==> images/met1.png <==
Scale bar: 100 um. Supply wires on this layer in gray.
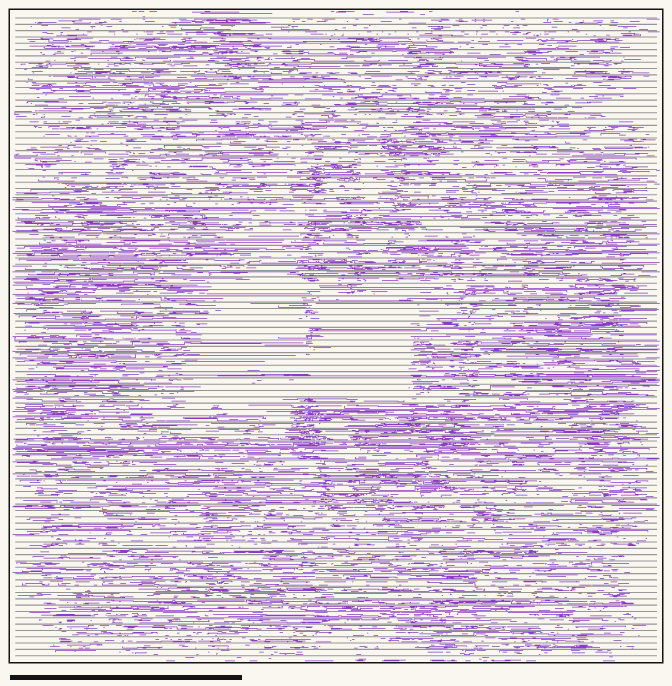
==> images/met2.png <==
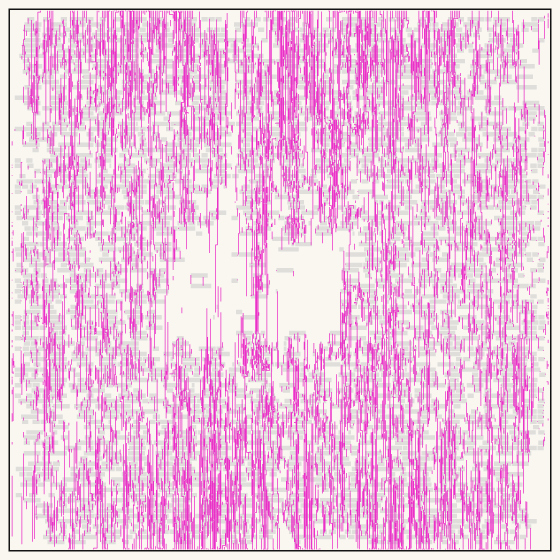
### config.mk
export PLATFORM = sky130hd
export DESIGN_NAME = fft_frame_collector
export DESIGN_NICKNAME = d
export VERILOG_FILES = /design/src/rtl/fft_frame_collector_pkg.sv /design/src/rtl/fft_frame_collector.sv
export SDC_FILE = /design/constraint.sdc
export NUM_CORES = 2
export LEC_CHECK = 0
export ABC_CLOCK_PERIOD_IN_PS = 62700
export CORE_MARGIN = 2
export CORE_UTILIZATION = 50
export DETAILED_ROUTE_END_ITERATION = 10
export PLACE_DENSITY_LB_ADDON = 0.15
export RECOVER_POWER = 100
export SYNTH_ARGS = -nofsm -noshare
export SYNTH_HDL_FRONTEND = slang
export SYNTH_SLANG_ARGS = --single-unit
### constraint.sdc
create_clock -name clk -period 62.7 [get_ports clk]
set_input_delay 12.54 -clock clk [delete_from_list [all_inputs] [get_ports clk]]
set_output_delay 12.54 -clock clk [all_outputs]
set_load 0.05 [all_outputs]
### src/rtl/fft_frame_collector_pkg.sv
// ---------------------------------------------------------------------------
// fft_frame_collector_pkg
// Shared constants and types for the serial FFT core and the frame collector.
// The bitrev4() function is shared with the FFT core so that both agree
// on the bin ordering.
// ---------------------------------------------------------------------------
package fft_frame_collector_pkg;

    localparam int unsigned FFT_N      = 16;  // bins per frame
    localparam int unsigned FFT_IDX_W  = 4;   // bits needed to index a bin
    localparam int unsigned FFT_DW     = 32;  // packed complex bin width
    localparam int unsigned FFT_RE_MSB = 31;  // real part occupies [31:16]
    localparam int unsigned FFT_IM_MSB = 15;  // imaginary part occupies [15:0]

    typedef logic [FFT_DW-1:0]    fft_bin_t;
    typedef logic [FFT_IDX_W-1:0] fft_idx_t;

    // Reverse the 4 index bits: converts a bit-reversed bin index to natural.
    function automatic fft_idx_t bitrev4(input fft_idx_t idx);
        return {idx[0], idx[1], idx[2], idx[3]};
    endfunction

endpackage

### src/rtl/fft_frame_collector.sv
// ---------------------------------------------------------------------------
// fft_frame_collector
// Collects 16 FFT bins arriving one per cycle, optionally undoes the
// bit-reversed ordering, and presents the whole frame in parallel with a
// one-cycle fft_valid pulse. The output registers form a shadow buffer, so
// the next frame is collected while the current one is held.
//
// Ports:
//   clk            system clock, rising-edge
//   rst            asynchronous active-high reset
//   in_valid       in_data / in_sof valid this cycle
//   in_sof         start of frame (only when in_valid=1)
//   in_data        one bin: [31:16] real, [15:0] imaginary
//   fft_valid      one-cycle pulse: fft_d0..fft_d15 hold a new frame
//   fft_d0..d15    frame bins in natural order, held between frames
//   frame_err      one-cycle pulse: partial frame dropped by early in_sof
// ---------------------------------------------------------------------------
module fft_frame_collector
    import fft_frame_collector_pkg::*;
#(
    parameter bit BIT_REV = 1'b1
) (
    input  logic              clk,
    input  logic              rst,
    input  logic              in_valid,
    input  logic              in_sof,
    input  logic [FFT_DW-1:0] in_data,
    output logic              fft_valid,
    output logic [FFT_DW-1:0] fft_d0,
    output logic [FFT_DW-1:0] fft_d1,
    output logic [FFT_DW-1:0] fft_d2,
    output logic [FFT_DW-1:0] fft_d3,
    output logic [FFT_DW-1:0] fft_d4,
    output logic [FFT_DW-1:0] fft_d5,
    output logic [FFT_DW-1:0] fft_d6,
    output logic [FFT_DW-1:0] fft_d7,
    output logic [FFT_DW-1:0] fft_d8,
    output logic [FFT_DW-1:0] fft_d9,
    output logic [FFT_DW-1:0] fft_d10,
    output logic [FFT_DW-1:0] fft_d11,
    output logic [FFT_DW-1:0] fft_d12,
    output logic [FFT_DW-1:0] fft_d13,
    output logic [FFT_DW-1:0] fft_d14,
    output logic [FFT_DW-1:0] fft_d15,
    output logic              frame_err
);

    fft_idx_t r_cnt;
    fft_bin_t r_capture [FFT_N];
    fft_bin_t r_out     [FFT_N];
    logic     r_valid;
    logic     r_err;

    fft_idx_t w_k;
    fft_idx_t w_slot;
    logic     w_done;
    logic     w_early;

    // An accepted in_sof restarts the frame at index 0 regardless of cnt.
    assign w_k     = (in_valid && in_sof) ? '0 : r_cnt;
    assign w_slot  = BIT_REV ? bitrev4(w_k) : w_k;
    assign w_done  = in_valid && (w_k == fft_idx_t'(FFT_N - 1));
    assign w_early = in_valid && in_sof && (r_cnt != '0);

    always_ff @(posedge clk or posedge rst) begin
        if (rst) begin
            r_cnt   <= '0;
            r_valid <= 1'b0;
            r_err   <= 1'b0;
            // NOTE: the capture array is reset on purpose so no data from
            // before reset can ever reach the outputs; a plain storage RAM
            // would normally be left unreset.
            for (int i = 0; i < FFT_N; i++) begin
                r_capture[i] <= '0;
                r_out[i]     <= '0;
            end
        end else begin
            // NOTE: non-blocking assignments throughout, so every branch
            // below sees the pre-edge register values and the order of
            // statements does not matter.
            r_valid <= w_done;
            r_err   <= w_early;
            if (in_valid) begin
                r_capture[w_slot] <= in_data;
                r_cnt             <= w_k + fft_idx_t'(1);
            end
            // The last bin is still in flight into r_capture on this edge,
            // so its output slot is loaded straight from in_data.
            if (w_done) begin
                for (int i = 0; i < FFT_N; i++) begin
                    r_out[i] <= (w_slot == fft_idx_t'(i)) ? in_data : r_capture[i];
                end
            end
        end
    end

    assign fft_valid = r_valid;
    assign frame_err = r_err;
    assign fft_d0    = r_out[0];
    assign fft_d1    = r_out[1];
    assign fft_d2    = r_out[2];
    assign fft_d3    = r_out[3];
    assign fft_d4    = r_out[4];
    assign fft_d5    = r_out[5];
    assign fft_d6    = r_out[6];
    assign fft_d7    = r_out[7];
    assign fft_d8    = r_out[8];
    assign fft_d9    = r_out[9];
    assign fft_d10   = r_out[10];
    assign fft_d11   = r_out[11];
    assign fft_d12   = r_out[12];
    assign fft_d13   = r_out[13];
    assign fft_d14   = r_out[14];
    assign fft_d15   = r_out[15];

endmodule

==> qor.yml <==
status: "finished, violations left"
violations: "capacitance limit, slew limit"
wl_um: 97690
synth.avg_cell_area_um2: 15.69
drt-wirelength-per-cell_um: 24.27
clock_path_buffers: 3
buffers: 583
insertion_delay_ns: 0.65
yosys-stat-area_um2: 38340
floorplan.initialDensity_pct: 50.48
grt.met3_usage_pct: 5.786
drt_pass1_iterations: 4
share_of_the_synthesized_netlist_area_taken_by_xor_and_xnor_gates_pct: 0
period_minus_slack_ns: 30.24
syn_nets: 2482
placedCellCount: 3844
top_cells_by_count: "dfrtp_1 (998), mux2_2 (892), clkbuf_1 (94)"
simple_gate_area_share_pct: 1.534
fp.dieArea_um2: 78910
grt_usage_pct: 24.93
whs_ns: 0.4877
startpoint: "in_sof"
r2r_start: "r_cnt[3]$_DFFE_PP0P_"
critPathRequiredTime_ns: 63.22
ys_sh_adder_pct: 0.06527
num_tap_cells: 1030
rsz0062_at_grt: "no"
fillCellCount: 5642
cts_root_buffer: "clkbuf_16"
i_o_pin_count: 550
drt-vias-per-instance: 5.468
yosys.stat.seqShare_pct: 65.14
endpoint_kind: "register"
maxSlewHeadroom_pct: -519.6
io_buffers: 549
number_of_standard_cells_after_synthesis: 2444
hold_end: "r_capture[473]$_DFFE_PP0P_"
yosys.area.top_type: "dfrtp_1"
min_path_cells: 1
tns_ns: 0
async_flop_share_pct: 100.0
registers.top_by_ff_count: "r_capture"
synth.most_common_cell: "dfrtp_1"
synth-seq-cells: 998
r2r-end: "fft_d15[20]$_DFFE_PP0P_"
max-cap-violations: 33
postCtsSetupRepairBufs: 0
stdcell_area_um2: 47690
number_of_antenna_violations_at_the_first_check_in_global_routing: 3
final.period_utilization_pct: 48.23
logic_area_um2: 12270
sequential_fraction_of_total_cell_area_pct: 52.37
synth-compound-area-share_pct: 3.094
synth.yosys.num_cells: 2444
synth.top_cells.by_area: "dfrtp_1 (65%), mux2_2 (26%), o31ai_1 (1.3%)"
top_cell_area_share_pct: 65.14
multiInputCombCellCount: 1226
final-instance-count-excl-fill: 4026
placeableCoreArea_um2: 75950
place.gp.congestion: 0.7783
final-max-slew-violation-count: 2093
rrSetupSlack_ns: 44.66
ys_dominant_reg_cell: "dfrtp_1"
finish_stage_setup_viols: 0
ys_warn_count: 0
clk_transition_reported_paths_ns: 0.06
tool_warnings: 35
leakagePower_nw: 24.47
clock_tree.htree_level_count: 3
num-nonclk-inverters: 7
About met1.png:
main direction: horizontal
share of all routed wire: 43%
nets with wire on the layer: 2692
wire length on this layer: 42.5 mm
longest straight run: 119 um
met1 layer usage reported by global route: 33.59%
via count: 22015

About met2.png:
main direction: vertical
longest straight run: 106 um
share of all routed wire: 48%
nets with wire on the layer: 2841

-- routing by layer --
layer  part of all wire [%]  vias up
li1                       -     9528
met1                     43    11825
met2                     48      516
met3                    5.5      146
met4                    2.8        0
met5                      0        -
-- worst max-delay path, stage by stage --
cell           delay, ns
dlygate4sd3_1       0.79
nand3b_1            0.19
or2_0               2.16
clkbuf_1            6.47
clkbuf_1            7.04
mux2_2              1.05
-- cell usage in the layout, fill, tap and decap left out, types with 4 or more instances in the layout --
cell type,netlist,layout
dfrtp_1,998,998
mux2_2,892,891
dlygate4sd3_1,0,517
clkbuf_16,0,104
o21ai_0,67,68
a21oi_1,66,66
nor2b_1,65,65
o31ai_1,64,64
clkbuf_1,94,40
mux2_1,6,36
clkdlybuf4s50_1,0,32
clkinv_2,0,23
clkbuf_8,0,20
bufinv_16,0,11
buf_4,2,11
inv_1,6,6
nand2_1,4,4
nor2_1,5,4
clkinvlp_4,0,4
-- worst max-delay path by stage --
stage | end | slack (ns) | cells past startpoint
final | fft_d15[20]$_DFFE_PP0P_ | 32.46 | 6
after global routing | fft_d7[12]$_DFFE_PP0P_ | 30.93 | 6
after CTS | r_capture[223]$_DFFE_PP0P_ | 46.57 | 7
after detailed placement | r_capture[211]$_DFFE_PP0P_ | 45.87 | 7
after global placement | r_capture[209]$_DFFE_PP0P_ | 46.02 | 7
after floorplan | fft_d0[0]$_DFFE_PP0P_ | 22.08 | 1
-- cell families (layout without fill, tap and decap cells) --
logic type / Yosys count / in the layout
flops: 998 / 998
mux: 929 / 929
buf+inv: 220 / 772
compound gates: 203 / 203
simple gates: 92 / 92
fa+ha+maj: 2 / 2
-- power breakdown --
part	switching, mW	total [mW]	internal (mW)
registers	0.0674	0.840	0.773
logic	0.165	0.302	0.137
clock network	0.249	0.621	0.372
total	0.482	1.76	1.28
Power is estimated from default activity; no workload was simulated.
